===== config.mk =====
export PLATFORM = sky130hd
export DESIGN_NAME = keypad_scanner
export DESIGN_NICKNAME = d
export VERILOG_FILES = /design/src/rtl/keypad_scanner.sv
export SDC_FILE = /design/constraint.sdc
export NUM_CORES = 1
export LEC_CHECK = 0
export CAP_MARGIN = 20
export CORE_MARGIN = 2
export CORE_UTILIZATION = 60
export CTS_CLUSTER_DIAMETER = 120
export CTS_CLUSTER_SIZE = 8
export DETAILED_ROUTE_END_ITERATION = 8
export GPL_TIMING_DRIVEN = 0
export PLACE_DENSITY = 0.89
export REMOVE_ABC_BUFFERS = 1
export SLEW_MARGIN = 0
export SYNTH_ARGS = -nofsm -noshare
export SYNTH_HDL_FRONTEND = slang
export SYNTH_SLANG_ARGS = --single-unit

===== constraint.sdc =====
create_clock -name clk -period 4.2 [get_ports clk]
set_clock_uncertainty 0.05 [all_clocks]
set_input_delay 1.26 -clock clk [delete_from_list [all_inputs] [get_ports clk]]
set_output_delay 1.26 -clock clk [all_outputs]
set_load 0.1 [all_outputs]

===== src/rtl/keypad_scanner.sv =====
// keypad_scanner: 4x4 matrix keypad scanner with synchroniser, debounce and
// single-key lock. Emits one key code pulse per accepted physical press.
//
// state       | meaning
// ------------+----------------------------------------------------------
// ST_SCAN     | drive one column per dwell period, look for any low row
// ST_DEBOUNCE | candidate (row,col) found, require a stable low row
// ST_HELD     | key accepted and reported, wait for its row to go high
// ST_RELEASE  | row went high, require a stable high row before rescanning
module keypad_scanner #(
  parameter int SCAN_CYCLES     = 2400,
  parameter int DEBOUNCE_CYCLES = 480000
) (
  input  logic       clk,
  input  logic       reset,
  input  logic [3:0] rows,
  output logic [3:0] cols,
  output logic [3:0] key,
  output logic       key_valid,
  output logic       key_held
);

  localparam int SW = $clog2(SCAN_CYCLES + 1);
  localparam int DW = $clog2(DEBOUNCE_CYCLES + 1);
  localparam logic [SW-1:0] SCAN_LAST = SW'(SCAN_CYCLES - 1);
  localparam logic [DW-1:0] DB_LAST   = DW'(DEBOUNCE_CYCLES - 1);

  typedef enum logic [1:0] {ST_SCAN, ST_DEBOUNCE, ST_HELD, ST_RELEASE} state_t;

  state_t        state, state_nxt;
  logic [3:0]    sync1, srow;
  logic [1:0]    col, col_nxt;
  logic [1:0]    row, row_nxt;
  logic [SW-1:0] dwell, dwell_nxt;
  logic [DW-1:0] cnt, cnt_nxt;
  logic [3:0]    key_nxt;
  logic          valid_nxt, held_nxt;
  logic          row_high;

  // Lowest-numbered row that is pulled low wins when several are down.
  function automatic logic [1:0] first_low(input logic [3:0] v);
    if (!v[0])      return 2'd0;
    else if (!v[1]) return 2'd1;
    else if (!v[2]) return 2'd2;
    else            return 2'd3;
  endfunction

  // Keypad legend lookup indexed by {row, col}.
  function automatic logic [3:0] key_code(input logic [1:0] r, input logic [1:0] c);
    case ({r, c})
      4'h0: return 4'h1;
      4'h1: return 4'h2;
      4'h2: return 4'h3;
      4'h3: return 4'hA;
      4'h4: return 4'h4;
      4'h5: return 4'h5;
      4'h6: return 4'h6;
      4'h7: return 4'hB;
      4'h8: return 4'h7;
      4'h9: return 4'h8;
      4'hA: return 4'h9;
      4'hB: return 4'hC;
      4'hC: return 4'hE;
      4'hD: return 4'h0;
      4'hE: return 4'hF;
      default: return 4'hD;
    endcase
  endfunction

  assign row_high = srow[row];

  // Two-flop synchroniser for the asynchronous row lines; idles released.
  always_ff @(posedge clk or negedge reset) begin
    if (!reset) begin
      sync1 <= 4'hF;
      srow  <= 4'hF;
    end else begin
      sync1 <= rows;
      srow  <= sync1;
    end
  end

  // State, counters and registered outputs.
  always_ff @(posedge clk or negedge reset) begin
    if (!reset) begin
      state     <= ST_SCAN;
      col       <= 2'd0;
      row       <= 2'd0;
      dwell     <= '0;
      cnt       <= '0;
      cols      <= 4'b1110;
      key       <= 4'h0;
      key_valid <= 1'b0;
      key_held  <= 1'b0;
    end else begin
      state     <= state_nxt;
      col       <= col_nxt;
      row       <= row_nxt;
      dwell     <= dwell_nxt;
      cnt       <= cnt_nxt;
      cols      <= ~(4'b0001 << col_nxt);
      key       <= key_nxt;
      key_valid <= valid_nxt;
      key_held  <= held_nxt;
    end
  end

  // Next-state logic; counters clear on every state change and never wrap.
  always_comb begin
    state_nxt = state;
    col_nxt   = col;
    row_nxt   = row;
    dwell_nxt = dwell;
    cnt_nxt   = cnt;
    key_nxt   = key;
    valid_nxt = 1'b0;
    held_nxt  = key_held;
    case (state)
      ST_SCAN: begin
        if (dwell == SCAN_LAST) begin
          dwell_nxt = '0;
          if (srow == 4'hF) begin
            col_nxt = col + 2'd1;
          end else begin
            row_nxt   = first_low(srow);
            cnt_nxt   = '0;
            state_nxt = ST_DEBOUNCE;
          end
        end else begin
          dwell_nxt = dwell + SW'(1);
        end
      end
      ST_DEBOUNCE: begin
        if (row_high) begin
          col_nxt   = col + 2'd1;
          cnt_nxt   = '0;
          dwell_nxt = '0;
          state_nxt = ST_SCAN;
        end else if (cnt == DB_LAST) begin
          key_nxt   = key_code(row, col);
          valid_nxt = 1'b1;
          held_nxt  = 1'b1;
          cnt_nxt   = '0;
          state_nxt = ST_HELD;
        end else begin
          cnt_nxt = cnt + DW'(1);
        end
      end
      ST_HELD: begin
        if (row_high) begin
          cnt_nxt   = '0;
          state_nxt = ST_RELEASE;
        end
      end
      default: begin
        if (!row_high) begin
          cnt_nxt   = '0;
          state_nxt = ST_HELD;
        end else if (cnt == DB_LAST) begin
          held_nxt  = 1'b0;
          col_nxt   = col + 2'd1;
          cnt_nxt   = '0;
          dwell_nxt = '0;
          state_nxt = ST_SCAN;
        end else begin
          cnt_nxt = cnt + DW'(1);
        end
      end
    endcase
  end

endmodule


run_1/met1.png
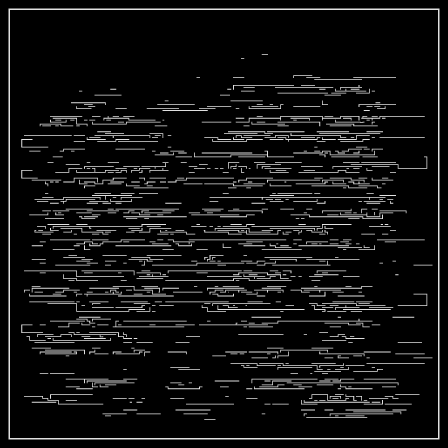
The layer holds 45% of the routed length. The longest straight run is 30.8 µm. The wires run mostly horizontal. 316 nets have wire on it. The layer carries 2,800 µm of wire.
final wirelength: 6246 µm
M1 GR Usage: 0.3284
Vias: 2,483

run_1/met2.png
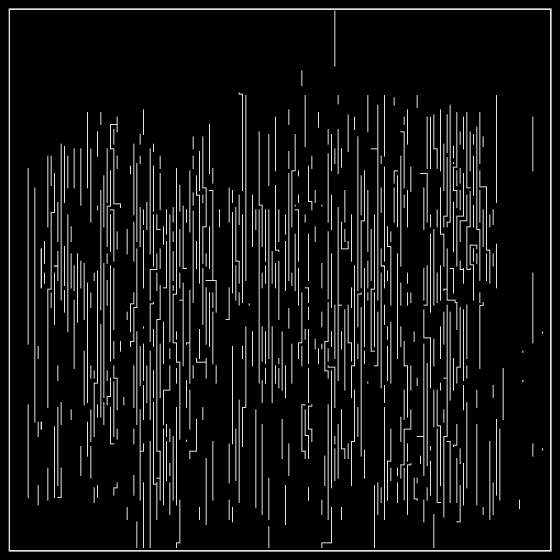
The longest straight run is 32.6 µm. The layer carries 3,200 µm of wire. The wires run mostly vertical.
met2 GRT Util: 0.4280

run_1/met3.png
The bar under the picture is 20 µm long.
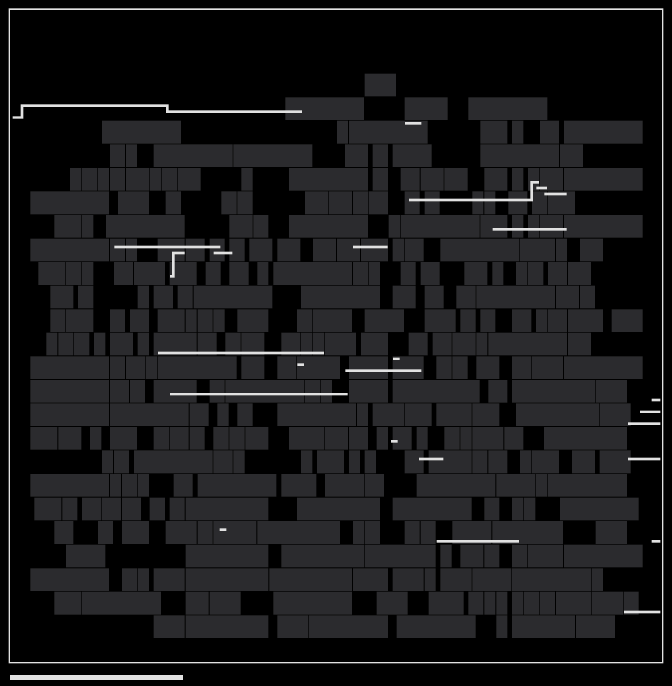
The longest straight run is 20.2 µm. The layer holds 2.6% of the routed length. The wires run mostly horizontal. 18 nets have wire on it.
GR Layer Usage met3: 0.03704

-- run 1: cell usage after synthesis (6+ instances only) --
library cell  count  share of area
a21oi_1          12          0.020
a22o_1            7          0.020
and3_1            6          0.012
dfrtp_1          44           0.36
dfstp_2          11          0.095
ha_1             11          0.045
inv_1            22          0.027
mux2_2            6          0.022
nand2_1          21          0.026
nand3_1          16          0.026
nand4_1           7          0.014
nor2_1           17          0.021
nor2b_1           7          0.014
o21ai_0          28          0.046
o31ai_1          18          0.044
or4_1             6          0.015
-- run 1: layout make-up --
type	count	area, µm²	share of cell area
clock buffer	7	86.33	0.02572
clock inverter	1	5.005	0.001491
inverter	22	82.58	0.02460
multi-input combinational	224	1524	0.4540
sequential	55	1390	0.4141
tap	67	83.83	0.02497
timing repair buffer	19	185.2	0.05516
==> results_slide.txt, run 1 <==
Run Summary

Outcome
  • Outcome: complete, no violations

Clocking
  • Number of CTS-inserted buffers: 5
  • Longest Clk Path Bufs: 2
  • Clk_lat worst skew: 320 ps
  • Hold Buf Count CTS: 0
  • Post-CTS Setup Bufs: 0

Power
  • Int Power: 0.6766 mW
  • NetSw: 0.1788 mW
  • Switching Fraction: 0.2090
  • Combinational group power: 0.0199 mW
  • Power share of the clock group: 0.347
  • Sequential power: ~0.54 mW

Timing
  • Fin Setup TNS: 0 ps
  • Slew HR: 0.3424
  • Worst slew pin tran: slightly below 1000 ps
  • Max Clk Rate: 307.1 MHz
  • Tmin final: 3257 ps
  • Hold slack: 310.8 ps

GRT
  • Initial antenna violation count: 0
  • GR peak layer: met2

Setup path
  • Critical path destination: cols[1]
  • Reg2reg end: cnt[6]$_DFFE_PN0P_
  • Startpoint types: flip-flop
  • Worst path max stage delay: 1120 ps
  • Launch point of the worst path: cols[1]$_DFF_PN1_
  • Worst setup EP type: output port

Synth
  • Simple-gate share of the synthesized area: 0.1989
  • Yosys adder share: 0.04510
  • Synth flops: 55

Job
  • OpenROAD warning count: 31

Layout
  • Top cell excl fill/tap: dfrtp_1
  • Area Overhead vs Synth: 10.00%
  • Final net count: 344
  • Final Cell Area: 3357 µm²
  • Max FFs per register: 19

Place
  • Placer's final routability congestion estimate: ~0.86
  • DP Worst Slack: 1190 ps

Worst hold path
  • Hold Path Class: flip-flop to flip-flop
  • Hold Path End: srow[3]$_DFF_PN1_

Routing
  • Routed Antenna Nets: 0
  • Routed length on met3: 161 µm
  • 1st-iter DRT viols: 199

Floorplanning
  • Die width: 75.32 µm
--- run 2 (diff from run 1) ---
clock period = 3.2 ns   (was 4.2 ns; I/O delays follow)
run_2/met2.png
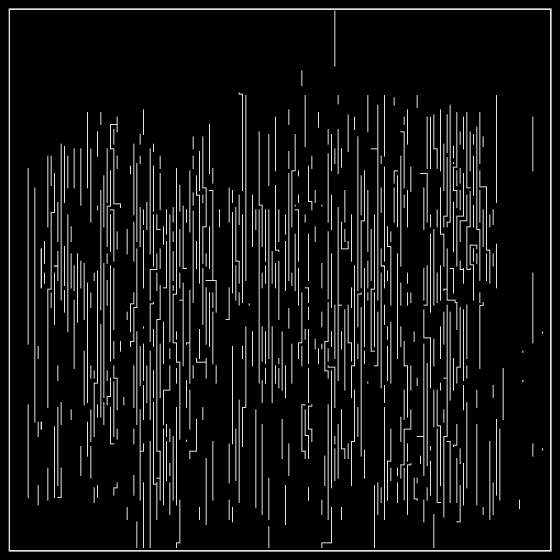

run_2/final_congestion.png
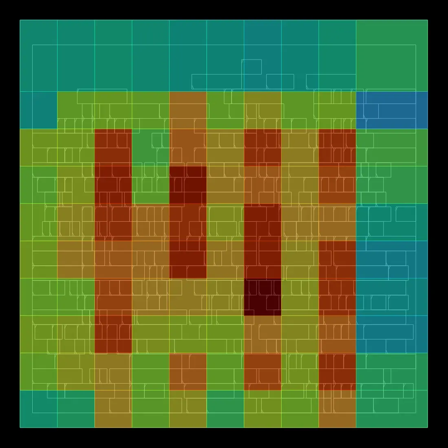
Routed wire per std cell: 15.81 µm
GR peak layer: met2
gr usage total: 0.2508
Util after Layout: 0.6969

run_2/met1.png
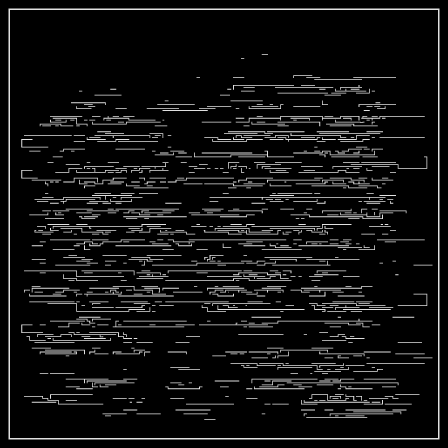
The layer holds 45% of the routed length. 316 nets have wire on it. The longest straight run is 30.8 µm. The layer carries 2,800 µm of wire.

==> run 2 against run 1 <==
Effect of this change:
- register-to-register slack worse by 1000 ps
- die area unchanged
- hold slack unchanged
- combinational power up 31%
- sequential share of layout area unchanged
- critical path depth unchanged
- final area unchanged
- final cell count unchanged
- routed wire length unchanged
- worst setup slack worse by 700 ps
- core utilization unchanged
- clock-buffer cell count unchanged
==> results_slide.txt, run 2 <==
Run Summary

Power
  • Sequential power: 0.707 mW (was 0.538 mW)
  • NetSw: 0.2347 mW (was 0.1788 mW)
  • Combinational group power: 0.0261 mW (was 0.0199 mW)
  • Power share of the clock group: 0.347 (about the same)
  • Int Power: 0.8880 mW (was 0.6766 mW)
  • Switching Fraction: 0.2090 (about the same)

Routing
  • 1st-iter DRT viols: 199 (unchanged)
  • Vias: 2,483 (unchanged)
  • Routed length on met3: 161 µm (unchanged)
  • Routed Antenna Nets: 0 (unchanged)

Clocking
  • Number of CTS-inserted buffers: 5 (unchanged)
  • Post-CTS Setup Bufs: 0 (unchanged)
  • Longest Clk Path Bufs: 2 (unchanged)
  • Hold Buf Count CTS: 0 (unchanged)
  • Clk_lat worst skew: 320 ps (about the same)

Synth
  • Synth top cell by count: dfrtp_1 (unchanged)
  • # Cells Yosys: 312 (unchanged)
  • Max-area cell share: 0.3608 (unchanged)
  • Top cells by count, synth: dfrtp_1 (44), o21ai_0 (28), inv_1 (22), nand2_1 (21), o31ai_1 (18) (unchanged)
  • Leading area contributor after synthesis: dfrtp_1 (unchanged)

Place
  • DP Worst Slack: 189.6 ps (was 1190 ps)
  • Placer's final routability congestion estimate: 0.8581 (unchanged)

Setup path
  • Launch point of the worst path: cols[1]$_DFF_PN1_ (unchanged)
  • Slowest CP cell: clkdlybuf4s50_1 (unchanged)
  • Reg2reg end: cnt[6]$_DFFE_PN0P_ (unchanged)
  • Startpoint types: flip-flop (unchanged)
  • Worst setup EP type: output port (unchanged)
  • Critical path destination: cols[1] (unchanged)
  • Worst path max stage delay: 1120 ps (about the same)

Floorplanning
  • Die width: 75.32 µm (unchanged)

Job
  • OpenROAD warning count: 31 (unchanged)
  • Max-cap violations: 0 (unchanged)

Worst hold path
  • Hold Path Class: flip-flop to flip-flop (unchanged)
  • Hold Path End: srow[3]$_DFF_PN1_ (unchanged)

Layout
  • Area Overhead vs Synth: 10.00% (unchanged)
  • Top cell excl fill/tap: dfrtp_1 (unchanged)
  • Final net count: 344 (unchanged)
  • Max FFs per register: 19 (unchanged)

Timing
  • Worst slew pin tran: 983.4 ps (unchanged)
  • Tmin final: roughly 3000 ps
  • Max Clk Rate: between 300 and 400 MHz
  • Slew HR: 0.3424 (unchanged)
  • Fin Setup TNS: 0 ps (unchanged)

GRT
  • Initial antenna violation count: 0 (unchanged)
  • Met2 GRT Util: 0.4280 (unchanged)
  • M1 GR Usage: 0.3284 (unchanged)

Outcome
  • Outcome: complete, no violations (unchanged)
## run 2: per-stage QoR
stage	instance area (µm²)	hold slack [ps]
after detailed placement	3253	297.8
after floorplan	2997	295.2
after global routing	3357	314.7
after CTS	3344	310.6
after global placement	3231	296.6
final	3357	310.8
## run 2: cell families after synthesis
family | synth area share
AND-OR/OR-AND | 0.2087
buffers and inverters | 0.04510
flip-flops | 0.4555
AND/OR/NAND/NOR | 0.1989
adder cells (fa/ha/maj) | 0.04510
multiplexers | 0.04674
## run 2: final cells by class
cell class	count	area [µm²]	area share
sequential	55	1390	0.4141
clock buffer	7	86.33	0.02572
timing repair buffer	19	185.2	0.05516
tap	67	83.83	0.02497
clock inverter	1	5.005	0.001491
inverter	22	82.58	0.02460
multi-input combinational	224	1524	0.4540
run_2/met3.png
The bar under the picture is 20 µm long.
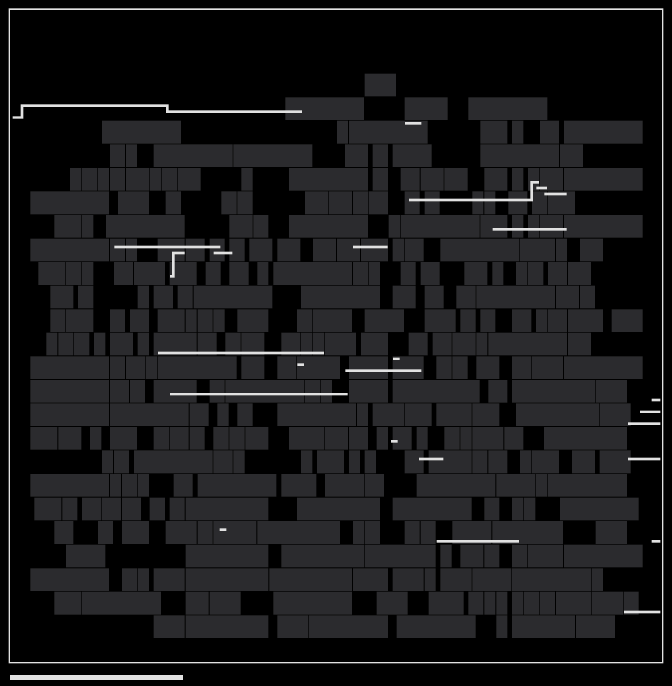

--- run 3 (diff from run 2) ---
ABC_AREA = 1   (was not set)
PLACE_DENSITY = 0.88   (was 0.89)
run_3/met3.png
The bar under the picture is 20 µm long.
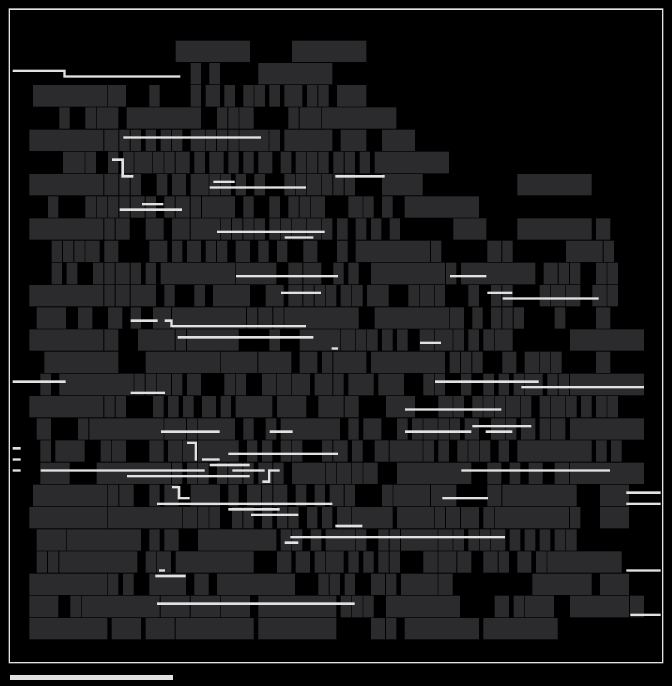
The longest straight run is 26.0 µm. The wires run mostly horizontal. 46 nets have wire on it. The layer holds 5.7% of the routed length.
GR Layer Usage met3: 0.04864
Vias: 3,160
final wirelength: 7662 µm

run_3/final_congestion.png
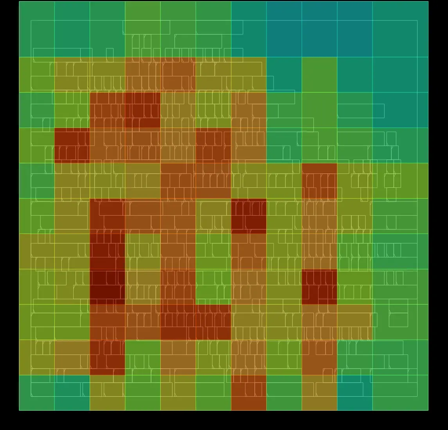
Util after Layout: 0.6789
met2 GRT Util: 0.4417

run_3/met2.png
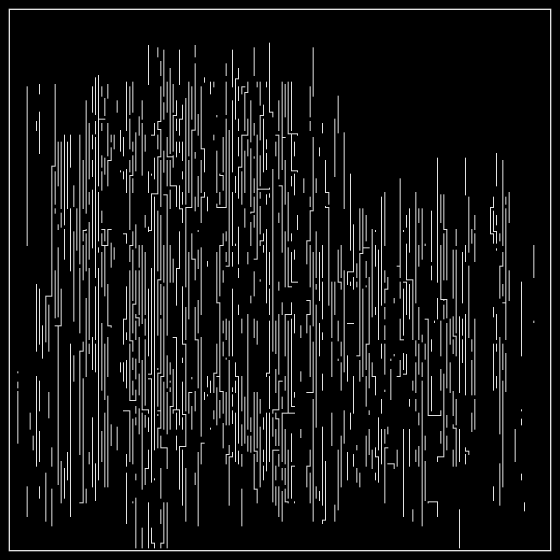

==> run 3 against run 2 <==
Effect of this change:
- maximum frequency fell by 1.4%
- area after synthesis up 13%
- highest routed layer unchanged
- critical path type unchanged
- non-clock buffer count fell by 2
- final area increased by 12%
- global-route usage is 1.0 points higher
- clock-buffer cell count is 2 lower
- combinational power increased by 41%
- largest power group unchanged
==> results_slide.txt, run 3 <==
Run Summary

Routing
  • Routed Antenna Nets: 0 (unchanged)

Synth
  • Aoi share: 0.08548 (was 0.2087)
  • Synth flops: 55 (unchanged)
  • Top logic family: simple AND/OR/NAND/NOR gates (was AND-OR/OR-AND gates)
  • Multiplexer share: 0 (was 0.04674)
  • Xor/xnor share: 0.007606 (was 0)
  • Leading area contributor after synthesis: dfrtp_1 (unchanged)

Layout
  • Largest cell class: multi-input combinational cells (unchanged)
  • Flop count: 55 (unchanged)
  • Signal buf overhead: 0.04923 (was 0.05516)
  • Comb/total area: 0.4681 (was 0.4540)
  • Top cell excl fill/tap: nand2_1 (was dfrtp_1)
  • Final Cell Area: 3761 µm² (was 3357 µm²)
  • Final clock-cell share: 0.02661 (was 0.02721)

GRT
  • GR peak layer: met2 (unchanged)
  • Initial antenna violation count: 0 (unchanged)

Clocking
  • Longest Clk Path Bufs: 2 (unchanged)

Timing
  • Worst slew pin tran: 972.0 ps (was 983.4 ps)
  • Tmin final: 3000 ps (was 2957 ps)

Power
  • Int Power: 0.8859 mW (was 0.8880 mW)

Place
  • Dpl cell area: 3661 µm² (was 3253 µm²)
  • Placer's final routability congestion estimate: 0.9277 (was 0.8581)
  • DP Worst Slack: 565.9 ps (was 189.6 ps)

Worst hold path
  • Hold Path End: srow[0]$_DFF_PN1_ (was srow[3]$_DFF_PN1_)

Floorplanning
  • Die width: 79.88 µm (was 75.32 µm)

Outcome
  • Outcome: complete, no violations (unchanged)
run 3: worst max-delay path by stage:
stage,to,slack [ps],depth (start not counted),from
global placement,cnt[7]$_DFFE_PN0P_,-440,1,reset
floorplan,key[0],1290,0,key[0]$_DFFE_PN0P_
CTS,cols[2],190,1,cols[2]$_DFF_PN1_
finish,cols[2],200,1,cols[2]$_DFF_PN1_
global route,cols[2],170,1,cols[2]$_DFF_PN1_
detailed placement,cols[2],570,1,cols[2]$_DFF_PN1_
run 3: metrics by stage:
stage	total power, mW	TNS [ps]	hold WS, ps	cells
2_1_floorplan	0.7291	0	295.2	471
3_3_place_gp	0.7503	-19380	295.5	558
3_5_place_dp	0.7574	0	297.2	560
4_1_cts	1.188	0	314.0	568
5_1_grt	1.212	0	315.6	568
6_report	1.175	0	313.2	568
Power is estimated from default activity; no workload was simulated.
